## src/rtl/ctrl_unit_pkg.sv

```systemverilog
// ctrl_unit_pkg: definitions shared by the control sequencer, its decoder
// and the ALU.
//   - instruction field positions and extract helpers
//   - opcode constants (OP_ADI .. OP_HLT)
//   - ALU function codes, shared with the ALU
//   - sequencer state enum and branch condition enum
package ctrl_unit_pkg;

    localparam int INSTR_W = 16;

    // Instruction layout: [15:12] op, [11:10] rd, [9:8] rs, [7:0] imm
    localparam int OP_HI  = 15;
    localparam int OP_LO  = 12;
    localparam int RD_HI  = 11;
    localparam int RD_LO  = 10;
    localparam int RS_HI  = 9;
    localparam int RS_LO  = 8;
    localparam int IMM_HI = 7;
    localparam int IMM_LO = 0;

    // Opcodes. 0x0-0x7 are ALU ops whose low three bits are the ALU func.
    localparam logic [3:0] OP_ADI = 4'h0;
    localparam logic [3:0] OP_ADD = 4'h1;
    localparam logic [3:0] OP_SUB = 4'h2;
    localparam logic [3:0] OP_AND = 4'h3;
    localparam logic [3:0] OP_OR  = 4'h4;
    localparam logic [3:0] OP_XOR = 4'h5;
    localparam logic [3:0] OP_SHL = 4'h6;
    localparam logic [3:0] OP_SHR = 4'h7;
    localparam logic [3:0] OP_JMP = 4'h8;
    localparam logic [3:0] OP_BRZ = 4'h9;
    localparam logic [3:0] OP_BRC = 4'hA;
    localparam logic [3:0] OP_NOP = 4'hB;
    localparam logic [3:0] OP_HLT = 4'hC;

    // ALU function select. ADI adds the immediate (A) to register B.
    localparam logic [2:0] FN_ADI = 3'd0;
    localparam logic [2:0] FN_ADD = 3'd1;
    localparam logic [2:0] FN_SUB = 3'd2;
    localparam logic [2:0] FN_AND = 3'd3;
    localparam logic [2:0] FN_OR  = 3'd4;
    localparam logic [2:0] FN_XOR = 3'd5;
    localparam logic [2:0] FN_SHL = 3'd6;
    localparam logic [2:0] FN_SHR = 3'd7;

    typedef enum logic [1:0] {
        ST_FETCH  = 2'd0,
        ST_DECODE = 2'd1,
        ST_EXEC   = 2'd2,
        ST_HALT   = 2'd3
    } state_e;

    // Condition under which a control-flow op loads PC from imm.
    typedef enum logic [1:0] {
        BR_NONE   = 2'd0,
        BR_ALWAYS = 2'd1,
        BR_Z      = 2'd2,
        BR_C      = 2'd3
    } br_cond_e;

    function automatic logic [3:0] instr_op(input logic [INSTR_W-1:0] ins);
        return ins[OP_HI:OP_LO];
    endfunction

    function automatic logic [1:0] instr_rd(input logic [INSTR_W-1:0] ins);
        return ins[RD_HI:RD_LO];
    endfunction

    function automatic logic [1:0] instr_rs(input logic [INSTR_W-1:0] ins);
        return ins[RS_HI:RS_LO];
    endfunction

    function automatic logic [7:0] instr_imm(input logic [INSTR_W-1:0] ins);
        return ins[IMM_HI:IMM_LO];
    endfunction

endpackage

```

## src/rtl/ctrl_unit_decode.sv

```systemverilog
// ctrl_decode: combinational opcode classifier.
//   op_i          opcode field of the instruction register
//   is_alu_o      op 0x0-0x7, result written back and flags updated
//   is_branch_o   JMP / BRZ / BRC
//   branch_cond_o condition for loading PC from imm
//   is_halt_o     HLT
//   is_illegal_o  op 0xD-0xF (executed as NOP)
module ctrl_decode
    import ctrl_unit_pkg::*;
(
    input  logic [3:0] op_i,
    output logic       is_alu_o,
    output logic       is_branch_o,
    output br_cond_e   branch_cond_o,
    output logic       is_halt_o,
    output logic       is_illegal_o
);

    always_comb begin
        is_alu_o      = 1'b0;
        is_branch_o   = 1'b0;
        branch_cond_o = BR_NONE;
        is_halt_o     = 1'b0;
        is_illegal_o  = 1'b0;
        if (!op_i[3]) begin
            is_alu_o = 1'b1;
        end else begin
            case (op_i)
                OP_JMP: begin
                    is_branch_o   = 1'b1;
                    branch_cond_o = BR_ALWAYS;
                end
                OP_BRZ: begin
                    is_branch_o   = 1'b1;
                    branch_cond_o = BR_Z;
                end
                OP_BRC: begin
                    is_branch_o   = 1'b1;
                    branch_cond_o = BR_C;
                end
                OP_NOP:  ;
                OP_HLT:  is_halt_o    = 1'b1;
                default: is_illegal_o = 1'b1;
            endcase
        end
    end

endmodule

```

## src/rtl/ctrl_unit.sv

```systemverilog
// ctrl_unit: multi-cycle FETCH -> DECODE -> EXEC sequencer driving the ALU.
// Owns PC, IR, operand registers A/B and the Z/C flags.
//   clk_i, rst_ni           clock, async active-low reset
//   imem_req/addr/ack/data  instruction fetch handshake (addr = PC)
//   rf_ra/rb, rf_a/b        register-file reads (rd, rs) during DECODE
//   rf_we/wa/wd             register-file write, one EXEC cycle of an ALU op
//   alu_*                   ALU operands out, result and flags in
//   flag_z_o, flag_c_o      registered flags
//   halted_o                core stopped by HLT (only reset restarts it)
//   illegal_o               one-cycle pulse when an undefined op executes
module ctrl_unit
    import ctrl_unit_pkg::*;
#(
    parameter int              PC_W     = 8,
    parameter logic [PC_W-1:0] RESET_PC = '0
) (
    input  logic               clk_i,
    input  logic               rst_ni,

    output logic               imem_req_o,
    output logic [PC_W-1:0]    imem_addr_o,
    input  logic               imem_ack_i,
    input  logic [INSTR_W-1:0] imem_data_i,

    output logic [1:0]         rf_ra_o,
    output logic [1:0]         rf_rb_o,
    input  logic [7:0]         rf_a_i,
    input  logic [7:0]         rf_b_i,
    output logic               rf_we_o,
    output logic [1:0]         rf_wa_o,
    output logic [7:0]         rf_wd_o,

    output logic [2:0]         alu_func_o,
    output logic [7:0]         alu_a_imm_o,
    output logic [7:0]         alu_a_mem_o,
    output logic [7:0]         alu_b_o,
    input  logic [7:0]         alu_result_i,
    input  logic               alu_fz_i,
    input  logic               alu_fc_i,

    output logic               flag_z_o,
    output logic               flag_c_o,
    output logic               halted_o,
    output logic               illegal_o
);

    state_e               state_q, state_d;
    logic [PC_W-1:0]      pc_q, pc_d;
    logic [INSTR_W-1:0]   ir_q, ir_d;
    logic [7:0]           a_q, a_d;
    logic [7:0]           b_q, b_d;
    logic                 z_q, z_d;
    logic                 c_q, c_d;

    logic                 is_alu, is_branch, is_halt, is_illegal;
    br_cond_e             branch_cond;
    logic                 br_taken;
    logic                 in_exec;
    logic [PC_W-1:0]      pc_inc, pc_imm;

    ctrl_decode u_decode (
        .op_i          (instr_op(ir_q)),
        .is_alu_o      (is_alu),
        .is_branch_o   (is_branch),
        .branch_cond_o (branch_cond),
        .is_halt_o     (is_halt),
        .is_illegal_o  (is_illegal)
    );

    assign pc_inc  = pc_q + PC_W'(1);        // wraps silently at the top
    assign pc_imm  = PC_W'(instr_imm(ir_q));
    assign in_exec = (state_q == ST_EXEC);

    always_comb begin
        case (branch_cond)
            BR_ALWAYS: br_taken = 1'b1;
            BR_Z:      br_taken = z_q;
            BR_C:      br_taken = c_q;
            default:   br_taken = 1'b0;
        endcase
    end

    always_comb begin
        state_d = state_q;
        pc_d    = pc_q;
        ir_d    = ir_q;
        a_d     = a_q;
        b_d     = b_q;
        z_d     = z_q;
        c_d     = c_q;
        case (state_q)
            ST_FETCH: begin
                if (imem_ack_i) begin
                    ir_d    = imem_data_i;
                    state_d = ST_DECODE;
                end
            end
            ST_DECODE: begin
                a_d     = rf_a_i;
                b_d     = rf_b_i;
                state_d = ST_EXEC;
            end
            ST_EXEC: begin
                state_d = ST_FETCH;
                pc_d    = pc_inc;
                if (is_alu) begin
                    // Flags land at the end of EXEC, so a branch that
                    // immediately follows already sees them.
                    z_d = alu_fz_i;
                    c_d = alu_fc_i;
                end
                if (is_branch && br_taken) begin
                    pc_d = pc_imm;
                end
                if (is_halt) begin
                    pc_d    = pc_q;
                    state_d = ST_HALT;
                end
            end
            default: ;  // ST_HALT: parked until reset
        endcase
    end

    always_ff @(posedge clk_i or negedge rst_ni) begin
        if (!rst_ni) begin
            state_q <= ST_FETCH;
            pc_q    <= RESET_PC;
            ir_q    <= '0;
            a_q     <= '0;
            b_q     <= '0;
            z_q     <= 1'b0;
            c_q     <= 1'b0;
        end else begin
            state_q <= state_d;
            pc_q    <= pc_d;
            ir_q    <= ir_d;
            a_q     <= a_d;
            b_q     <= b_d;
            z_q     <= z_d;
            c_q     <= c_d;
        end
    end

    // Reset parks the state in FETCH, so request/write/illegal are also
    // qualified by rst_ni: they must drop the instant reset asserts and
    // stay low for its whole duration.
    assign imem_req_o  = rst_ni && (state_q == ST_FETCH);
    assign imem_addr_o = pc_q;

    assign rf_ra_o     = instr_rd(ir_q);
    assign rf_rb_o     = instr_rs(ir_q);
    assign rf_we_o     = rst_ni && in_exec && is_alu;
    assign rf_wa_o     = instr_rd(ir_q);
    assign rf_wd_o     = rf_we_o ? alu_result_i : 8'h00;

    assign alu_func_o  = ir_q[OP_LO+2:OP_LO];
    assign alu_a_imm_o = instr_imm(ir_q);
    assign alu_a_mem_o = a_q;
    assign alu_b_o     = b_q;

    assign flag_z_o    = z_q;
    assign flag_c_o    = c_q;
    assign halted_o    = (state_q == ST_HALT);
    assign illegal_o   = rst_ni && in_exec && is_illegal;

endmodule

```

## config.mk

```make
export PLATFORM = sky130hd
export DESIGN_NAME = ctrl_unit
export DESIGN_NICKNAME = d
export VERILOG_FILES = /design/src/rtl/ctrl_unit_pkg.sv /design/src/rtl/ctrl_unit_decode.sv /design/src/rtl/ctrl_unit.sv
export SDC_FILE = /design/constraint.sdc
export NUM_CORES = 1
export LEC_CHECK = 0
export CAP_MARGIN = 30
export CORE_AREA = 2 2 64 66
export CTS_CLUSTER_DIAMETER = 80
export DETAILED_ROUTE_END_ITERATION = 6
export DIE_AREA = 0 0 66 68
export DONT_BUFFER_PORTS = 1
export PLACE_DENSITY = 0.86
export REMOVE_ABC_BUFFERS = 1
export SYNTH_ARGS = -nofsm -noshare
export SYNTH_HDL_FRONTEND = slang
export SYNTH_HIERARCHICAL = 1
export SYNTH_SLANG_ARGS = --single-unit
```

## constraint.sdc

```tcl
create_clock -name clk_i -period 2.2 [get_ports clk_i]
set_input_delay 0.22 -clock clk_i [delete_from_list [all_inputs] [get_ports clk_i]]
set_output_delay 0.22 -clock clk_i [all_outputs]
set_load 0.005 [all_outputs]
```

### Cell area per tile

The die is cut into 7 by 7 equal tiles; black is low, pale yellow is high, 0 to 100% covered.
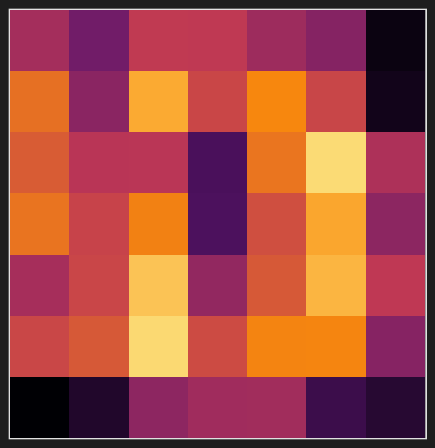
tiles over 75% full: 12%
mean over tiles: 50%
nearly empty tiles: 2.0%

==> metrics.log <==
[report] implementation figures
[metrics] depth of the worst hold-timing path: 1
[metrics] share of final-layout standard cells stronger than drive strength 1: 31.6%
[metrics] clock latency of the later-clocked register in the worst-skew pair: 0.28 ns
[metrics] GRT Overall Usage: 19.4%
[metrics] source of the critical timing path: ir_q[14]
[metrics] Clock Skews: 0.00599 ns
[metrics] worst flop-to-flop path endpoint: imem_addr_o[5]
[metrics] pin count of the biggest net entering global routing: 45
[metrics] total power density per cell area: 1450 mW/mm²
[metrics] total standard cell area after synthesis: 0.00225 mm²
[metrics] Final ANT Viol Nets: 0
[metrics] worst vdd rail ir drop: 0.776 mV
[metrics] hold crit path type: in -> reg
[metrics] I/O Pins: 100
[metrics] outcome: complete, no violations
[metrics] YS chip area: 0.00225 mm²
[metrics] TritonCTS clock tree: built
[metrics] clk buf depth: 2
[metrics] number of antenna violations at the first check in global routing: 0
[metrics] GRT Residual Overflow: 0
[metrics] antenna cell count: 0
[metrics] tool warnings: 28
[metrics] DR iter-0 viols: 119
[metrics] number of search-and-repair iterations in the first detailed-routing pass: 4
[metrics] IO buf count: 0
[metrics] part of the cycle the worst path needs: 89.4%
[metrics] HPWL reported at the end of detailed placement: 3160 µm
[metrics] number of global-route vias before repair: 1,400
[metrics] final hold violation count: 0
[metrics] final core utilization: 59.2%
[metrics] post-route cell area: 0.00228 mm²
[metrics] initial cell density of the core: 58.4%
[metrics] endpoint kind of the worst setup timing path: flip-flop
[metrics] clock period minus worst slack: 1.97 ns
[metrics] die height: 68 µm
[metrics] Reg clk slew, reported paths: 0.08 ns
[metrics] ys async rst share: 100%
### Register map, names as in the netlist

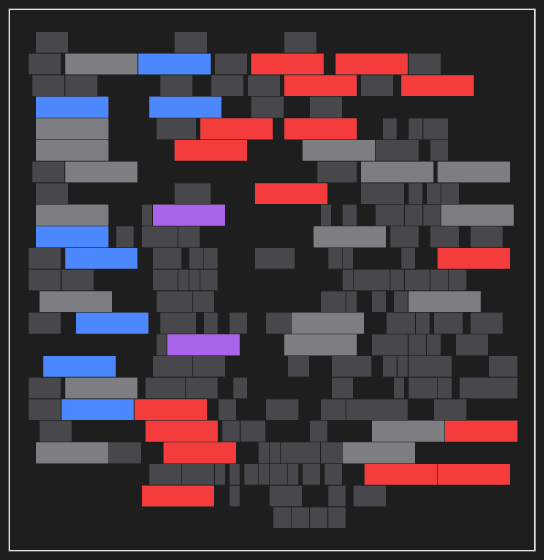
| color | netlist name | sequential cells |
|---|---|---|
| red | ir_q | 16 |
| blue | alu_a_mem_o | 8 |
| purple | state_q | 2 |

==> through the flow <==
step	std cells	power (mW)	setup WS (ns)	hold WS (ns)
floorplan	160	2.47	0.409	-0.0756
global placement	214	2.70	0.328	-0.0747
detailed placement	214	2.81	0.252	-0.0746
CTS	224	3.35	0.239	0.0646
global route	224	3.56	0.0826	0.0589
finish	224	3.31	0.233	0.0791
==> critical path, stage by stage (launching register included) <==
cell and delay [ns]:
sky130_fd_sc_hd__dfrtp_1 0.42, sky130_fd_sc_hd__nand2b_1 0.19, sky130_fd_sc_hd__nor2_1 0.15, sky130_fd_sc_hd__or2b_4 0.30, sky130_fd_sc_hd__a31oi_4 0.41, sky130_fd_sc_hd__mux2i_1 0.30
sky130_fd_sc_hd__a2bb2oi_2 0.08
==> how the worst max path moves through the flow <==
stage / endpoint / depth (start not counted)
after floorplan: imem_addr_o[4] / 6
after global routing: imem_addr_o[5] / 6
after global placement: imem_addr_o[5] / 6
final: imem_addr_o[5] / 6
after CTS: imem_addr_o[5] / 6
after detailed placement: imem_addr_o[5] / 6
==> Yosys cell counts, drive strengths merged (3+ instances only) <==
cell type / n / share of area, %
dfrtp: 44 / 49
nand4: 5 / 1.4
ha: 5 / 2.8
nand2b: 3 / 0.83
and2: 9 / 2.5
clkbuf: 3 / 0.94
mux2: 34 / 17
nand3: 6 / 1.3
and3: 4 / 1.1
a21oi: 11 / 2.4
mux2i: 7 / 3.1
inv: 4 / 0.67
nand2: 6 / 1.0
nor2: 6 / 1.0
a2bb2oi: 5 / 2.8
buf: 22 / 7.2
==> layer usage <==
| metal | share of wire (%) | global-route usage [%] | vias to the layer above | wire length (µm) |
|---|---|---|---|---|
| met5 | 0 | 0 | - | 0 |
| met4 | 0.82 | 6.89 | 0 | 35 |
| met3 | 11 | 9.70 | 4 | 451 |
| met2 | 52 | 33.2 | 76 | 2230 |
| met1 | 37 | 20.8 | 649 | 1560 |
| li1 | - | - | 608 | - |
==> sequential cells by signal, summed over array words and instances (netlist names) <==
register	count
ir_q	16
flag_z_o	1
imem_addr_o	8
flag_c_o	1
alu_a_mem_o	8
state_q	2
alu_b_o	8
==> where the power goes <==
| part | switching [mW] | internal (mW) | total (mW) | leakage (nW) |
|---|---|---|---|---|
| Sequential | 0.469 | 1.22 | 1.69 | 0.523 |
| Combinational | 0.492 | 0.629 | 1.12 | 0.447 |
| Clock | 0.250 | 0.255 | 0.505 | 0.0445 |
==> area by class of cell <==
cell class	instances	area, µm²
Inverter	4	15.0
Timing Repair Buffer	6	60.1
Multi-Input combinational cell	112	952
Sequential cell	44	1100
Fill cell	327	1570
Tap cell	50	62.6
Clock buffer	7	86.3
Clock inverter	1	7.51
==> kinds of logic (layout without fill, tap and decap cells) <==
logic type	after synthesis	in the layout	share of synthesized area, %
AND-OR/OR-AND	22	22	8.12
multiplexers	41	41	20.1
flip-flops	44	44	48.9
XOR/XNOR	1	1	0.389
AND/OR/NAND/NOR	43	43	10.9
buffers and inverters	29	18	8.78
adder cells (fa/ha/maj)	5	5	2.78
Power is estimated from default activity; no workload was simulated.
